==> config.mk <==
export PLATFORM = sky130hd
export DESIGN_NAME = register_file_mp
export DESIGN_NICKNAME = d
export VERILOG_FILES = /design/src/rtl/regfile_pkg.sv /design/src/rtl/regfile_scoreboard.sv /design/src/rtl/register_file_mp.sv
export SDC_FILE = /design/constraint.sdc
export NUM_CORES = 1
export LEC_CHECK = 0
export CAP_MARGIN = 0
export CORE_MARGIN = 2
export CORE_UTILIZATION = 40
export DETAILED_ROUTE_END_ITERATION = 8
export PLACE_DENSITY = 0.59
export SYNTH_ARGS = -nofsm -noshare
export SYNTH_HDL_FRONTEND = slang
export SYNTH_HIERARCHICAL = 1
export SYNTH_SLANG_ARGS = --single-unit
export TNS_END_PERCENT = 50
==> constraint.sdc <==
create_clock -name clk -period 4.95 [get_ports clk]
set_clock_uncertainty 0.05 [all_clocks]
set_input_delay 0.99 -clock clk [delete_from_list [all_inputs] [get_ports clk]]
set_output_delay 0.99 -clock clk [all_outputs]
set_load 0.01 [all_outputs]
==> src/rtl/regfile_pkg.sv <==
// ============================================================================
// Module      : regfile_pkg
// Description : Shared defaults, FSM state type and address type for the
//               multi-read-port register file.
// Revision    : 1.0 - initial release
// ============================================================================
`default_nettype none

package regfile_pkg;

    localparam int XLEN_DEFAULT  = 32;
    localparam int NREGS_DEFAULT = 32;

    typedef enum logic [0:0] {
        RF_INIT = 1'b0,
        RF_RUN  = 1'b1
    } rf_state_e;

    typedef logic [$clog2(NREGS_DEFAULT)-1:0] rf_addr_t;

endpackage

`default_nettype wire

==> src/rtl/regfile_scoreboard.sv <==
// ============================================================================
// Module      : regfile_scoreboard
// Description : Per-register pending-write bits with issue/writeback update
//               and per-read-port busy lookup.
// Revision    : 1.0 - initial release
// ============================================================================
`default_nettype none

module regfile_scoreboard
    import regfile_pkg::*;
#(
    parameter  int NREGS = NREGS_DEFAULT,
    parameter  int NRD   = 2,
    localparam int AW    = $clog2(NREGS)
) (
    input  logic              clk,
    input  logic              rst_n,
    input  logic              i_run,
    input  logic              i_issue_valid,
    input  logic [AW-1:0]     i_issue_rd,
    input  logic              i_wb_en,
    input  logic [AW-1:0]     i_wb_addr,
    input  logic [NRD*AW-1:0] i_rd_addr,
    input  logic [NRD-1:0]    i_bypass_hit,
    output logic [NRD-1:0]    o_rd_busy
);

    logic [NREGS-1:0] r_pending;

    // Set is tested first so a same-cycle issue keeps the bit for the younger instruction.
    always_ff @(posedge clk or negedge rst_n) begin
        if (!rst_n) begin
            r_pending <= '0;
        end else if (i_run) begin
            for (int i = 1; i < NREGS; i++) begin
                if (i_issue_valid && (i_issue_rd == i[AW-1:0])) begin
                    r_pending[i] <= 1'b1;
                end else if (i_wb_en && (i_wb_addr == i[AW-1:0])) begin
                    r_pending[i] <= 1'b0;
                end
            end
        end
    end

    generate
        for (genvar p = 0; p < NRD; p++) begin : g_port
            logic [AW-1:0] w_addr;
            assign w_addr       = i_rd_addr[p*AW +: AW];
            assign o_rd_busy[p] = i_run && (w_addr != '0) && r_pending[w_addr] && !i_bypass_hit[p];
        end
    endgenerate

endmodule

`default_nettype wire

==> src/rtl/register_file_mp.sv <==
// ============================================================================
// Module      : register_file_mp
// Description : Multi-read-port register file with post-reset clear sequence,
//               pending-write scoreboard and optional writeback bypass
//               (enabled by defining REGFILE_BYPASS_EN).
// Revision    : 1.0 - initial release
// ============================================================================
`default_nettype none

module register_file_mp
    import regfile_pkg::*;
#(
    parameter  int XLEN  = XLEN_DEFAULT,
    parameter  int NREGS = NREGS_DEFAULT,
    parameter  int NRD   = 2,
    localparam int AW    = $clog2(NREGS)
) (
    input  logic                clk,
    input  logic                reset,
    input  logic [NRD*AW-1:0]   rd_addr_i,
    output logic [NRD*XLEN-1:0] rd_data_o,
    output logic [NRD-1:0]      rd_busy_o,
    input  logic                issue_valid_i,
    input  logic [AW-1:0]       issue_rd_i,
    input  logic                wr_en_i,
    input  logic [AW-1:0]       wr_addr_i,
    input  logic [XLEN-1:0]     wr_data_i,
    output logic                init_busy_o
);

    localparam logic [AW-1:0] C_LAST = AW'(NREGS - 1);

    rf_state_e       r_state;
    logic [AW-1:0]   r_clr_cnt;
    logic [XLEN-1:0] r_mem [NREGS];
    logic            w_run;
    logic [NRD-1:0]  w_hit;

    always_ff @(posedge clk or negedge reset) begin
        if (!reset) begin
            r_state   <= RF_INIT;
            r_clr_cnt <= '0;
        end else begin
            case (r_state)
                RF_INIT: begin
                    r_clr_cnt <= r_clr_cnt + 1'b1;
                    if (r_clr_cnt == C_LAST) begin
                        r_state <= RF_RUN;
                    end
                end
                RF_RUN:  r_state <= RF_RUN;
                default: r_state <= RF_INIT;
            endcase
        end
    end

    // Storage has no reset of its own; the clear sequence zeroes it entry by entry.
    always_ff @(posedge clk) begin
        if (r_state == RF_INIT) begin
            r_mem[r_clr_cnt] <= '0;
        end else if (wr_en_i && (wr_addr_i != '0)) begin
            r_mem[wr_addr_i] <= wr_data_i;
        end
    end

    assign w_run       = (r_state == RF_RUN);
    assign init_busy_o = (r_state == RF_INIT);

    generate
        for (genvar p = 0; p < NRD; p++) begin : g_rd
            logic [AW-1:0] w_addr;
            assign w_addr = rd_addr_i[p*AW +: AW];
`ifdef REGFILE_BYPASS_EN
            assign w_hit[p] = w_run && wr_en_i && (wr_addr_i == w_addr) && (w_addr != '0);
`else
            assign w_hit[p] = 1'b0;
`endif
            assign rd_data_o[p*XLEN +: XLEN] = (!w_run || (w_addr == '0)) ? '0 :
                                               w_hit[p] ? wr_data_i : r_mem[w_addr];
        end
    endgenerate

    regfile_scoreboard #(
        .NREGS (NREGS),
        .NRD   (NRD)
    ) u_scoreboard (
        .clk           (clk),
        .rst_n         (reset),
        .i_run         (w_run),
        .i_issue_valid (issue_valid_i),
        .i_issue_rd    (issue_rd_i),
        .i_wb_en       (wr_en_i),
        .i_wb_addr     (wr_addr_i),
        .i_rd_addr     (rd_addr_i),
        .i_bypass_hit  (w_hit),
        .o_rd_busy     (rd_busy_o)
    );

endmodule

`default_nettype wire

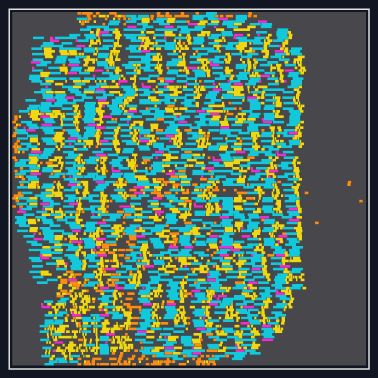
(images/class_map.png)
(1 px per um) Fill, decap, tap and diode cells in gray.
legend:
  orange:
    class: remaining buffers and delay cells
    cells: 350
    share_of_their_area: 6.7%
  magenta:
    class: clock drivers and dummy loads
    cells: 196
    share_of_their_area: 6.0%
  yellow:
    class: remaining logic cells
    cells: 1827
    share_of_their_area: 31%
  cyan:
    class: registers
    cells: 1061
    share_of_their_area: 56%
final core occ: 46.8%
Seq area share: 54.1%
fin area: 58600 um^2
Core Area: 125000 um^2
row count: 130

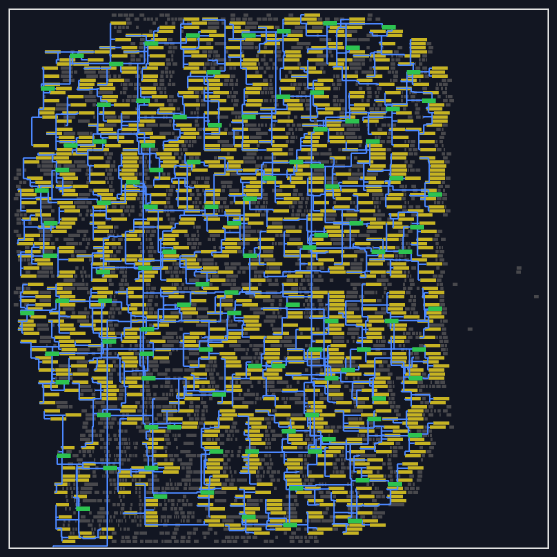
(images/clock_wires.png)
(1.5 px per um)
legend:
  blue:
    item: clock wires
    length: 12400 um
  yellow:
    item: flip-flops
    count: 1061
  green:
    item: clock-net drivers
    count: 106
flops lie: all over the die
routed clock nets: 107
clock power share: 40.2%
Clk power: 7.96 mW

==> results.sh <==
# physical design summary
export IMPL_track_usage_pct=25.7
export IMPL_max_freq_mhz=211
export IMPL_syn_area_um2=50200
export IMPL_hold_path_end="u_scoreboard/r_pending[24]"
export IMPL_yosys_cells=3123
export IMPL_hp_start="u_scoreboard/r_pending[24]"
export IMPL_clk_pin_slew_ns=0.06
export IMPL_grt_pass1_vias=31600
export IMPL_largest_cell_class="flip-flops and latches"
export IMPL_ys_ff=1061
export IMPL_diodes=1
export IMPL_worstRegToRegCells=5
export IMPL_finalSetupViolations=0
export IMPL_synth_area_yosys_um2=50200
export IMPL_required_ns=3.91
export IMPL_p_leak_nw=21.6
export IMPL_drt_iter0_markers=3589
export IMPL_cp_num_cells=6
export IMPL_nClkBuffers=132
export IMPL_vias_per_cell=6.30
export IMPL_async_flop_share_pct=3.49
export IMPL_cts_hold_buf=0
export IMPL_drv_cap=0
export IMPL_signal_buffers=350
export IMPL_final_common_cell="edfxtp_1"
export IMPL_fin_tns_setup_ns=0
export IMPL_path_cells="clkdlybuf4s50_1 -> nor3b_4 -> buf_4 -> a32oi_1 -> nand4_1 -> clkdlybuf4s50_1"
export IMPL_combGateArea_um2=17600
export IMPL_nFillCells=10500
export IMPL_n_all_inverters=6
export IMPL_crit_start="rd_addr_i[9]"
export IMPL_drcViolationCount=0
export IMPL_warnings=27
export IMPL_initCoreUtil_pct=40.2
export IMPL_p_seq_mw=9.94
export IMPL_top_area_share_pct=61.2
export IMPL_clkCellAreaFrac_pct=5.79
export IMPL_hold_depth=2
export IMPL_status="completed"
export IMPL_ys_dominant_reg_cell="edfxtp_1"
export IMPL_die_area_um2=128000
export IMPL_endpoint="rd_data_o[57]"
export IMPL_rsz0062_at_grt="no"
export IMPL_cts_buffers=106
export IMPL_hp_class="flip-flop to flip-flop"
export IMPL_area_delta_synth_final_pct=16.7
export IMPL_power_leader="registers"
export IMPL_swShare_pct=23.4
export IMPL_finalNonFillerCells=5085
export IMPL_antenna_found_initial=5
export IMPL_synth_cells=3123
export IMPL_drive_gt1_share_pct=20.2
export IMPL_largest_area_cell="edfxtp_1"
export IMPL_largest_register="r_mem"
export IMPL_yosys_area_share_aoi_pct=6.45
export IMPL_p_int_mw=15.2
export IMPL_num_multi_input_gates=1821
export IMPL_final_cell_mix="edfxtp_1, mux2i_1, a22oi_1"
export IMPL_pre_cts_ws_ns=0.232
export IMPL_crit_slowest_cell="clkdlybuf4s50_1"
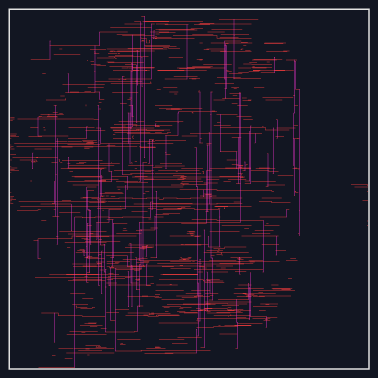
(images/layers.png)
(1 px per um) Only two layers are drawn.
legend:
  red:
    layer: M3
    wire_length: 12600 um
  magenta:
    layer: M4
    wire_length: 5490 um
routed vias: 32100
final wirelength: 166000 um
Wirelength per Cell: 32.7 um

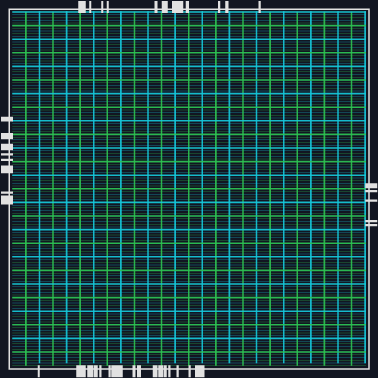
(images/floorplan.png)
(1 px per um) Pins as bars on the die edge.
legend:
  green:
    net: VSS
  cyan:
    net: VDD
rows: 130
met1 rails: 131
signal pins: 123
met5 straps: 26
Die W: 358 um
die height: 358 um
maximum VDD drop: 283 uV

[tightest hold or removal path, cell delays in order (launching register included)]
cell and delay (ns):
dfrtp_1 0.35, o21ai_0 0.08, o21ai_0 0.07
[per-layer routing]
layer / share of wire (%) / up-vias / GRT usage, %
met3: 7.6 / 296 / 3.83
met1: 41 / 16900 / 34.9
met4: 3.3 / 0 / 8.31
met5: 0 / - / 0
met2: 48 / 1569 / 42.6
li1: - / 13300 / -
[cells by family (layout without fill, tap and decap cells)]
kind of cell             count (synthesis)  count (layout)
XOR/XNOR                                 3               3
adder cells (fa/ha/maj)                  2               2
other                                    1               4
flip-flops                            1061            1061
buffers and inverters                  243             552
AND-OR/OR-AND                          489             489
multiplexers                           816             816
AND/OR/NAND/NOR                        508             508
Power figures rest on the tool's default switching activity, not on a simulated workload.
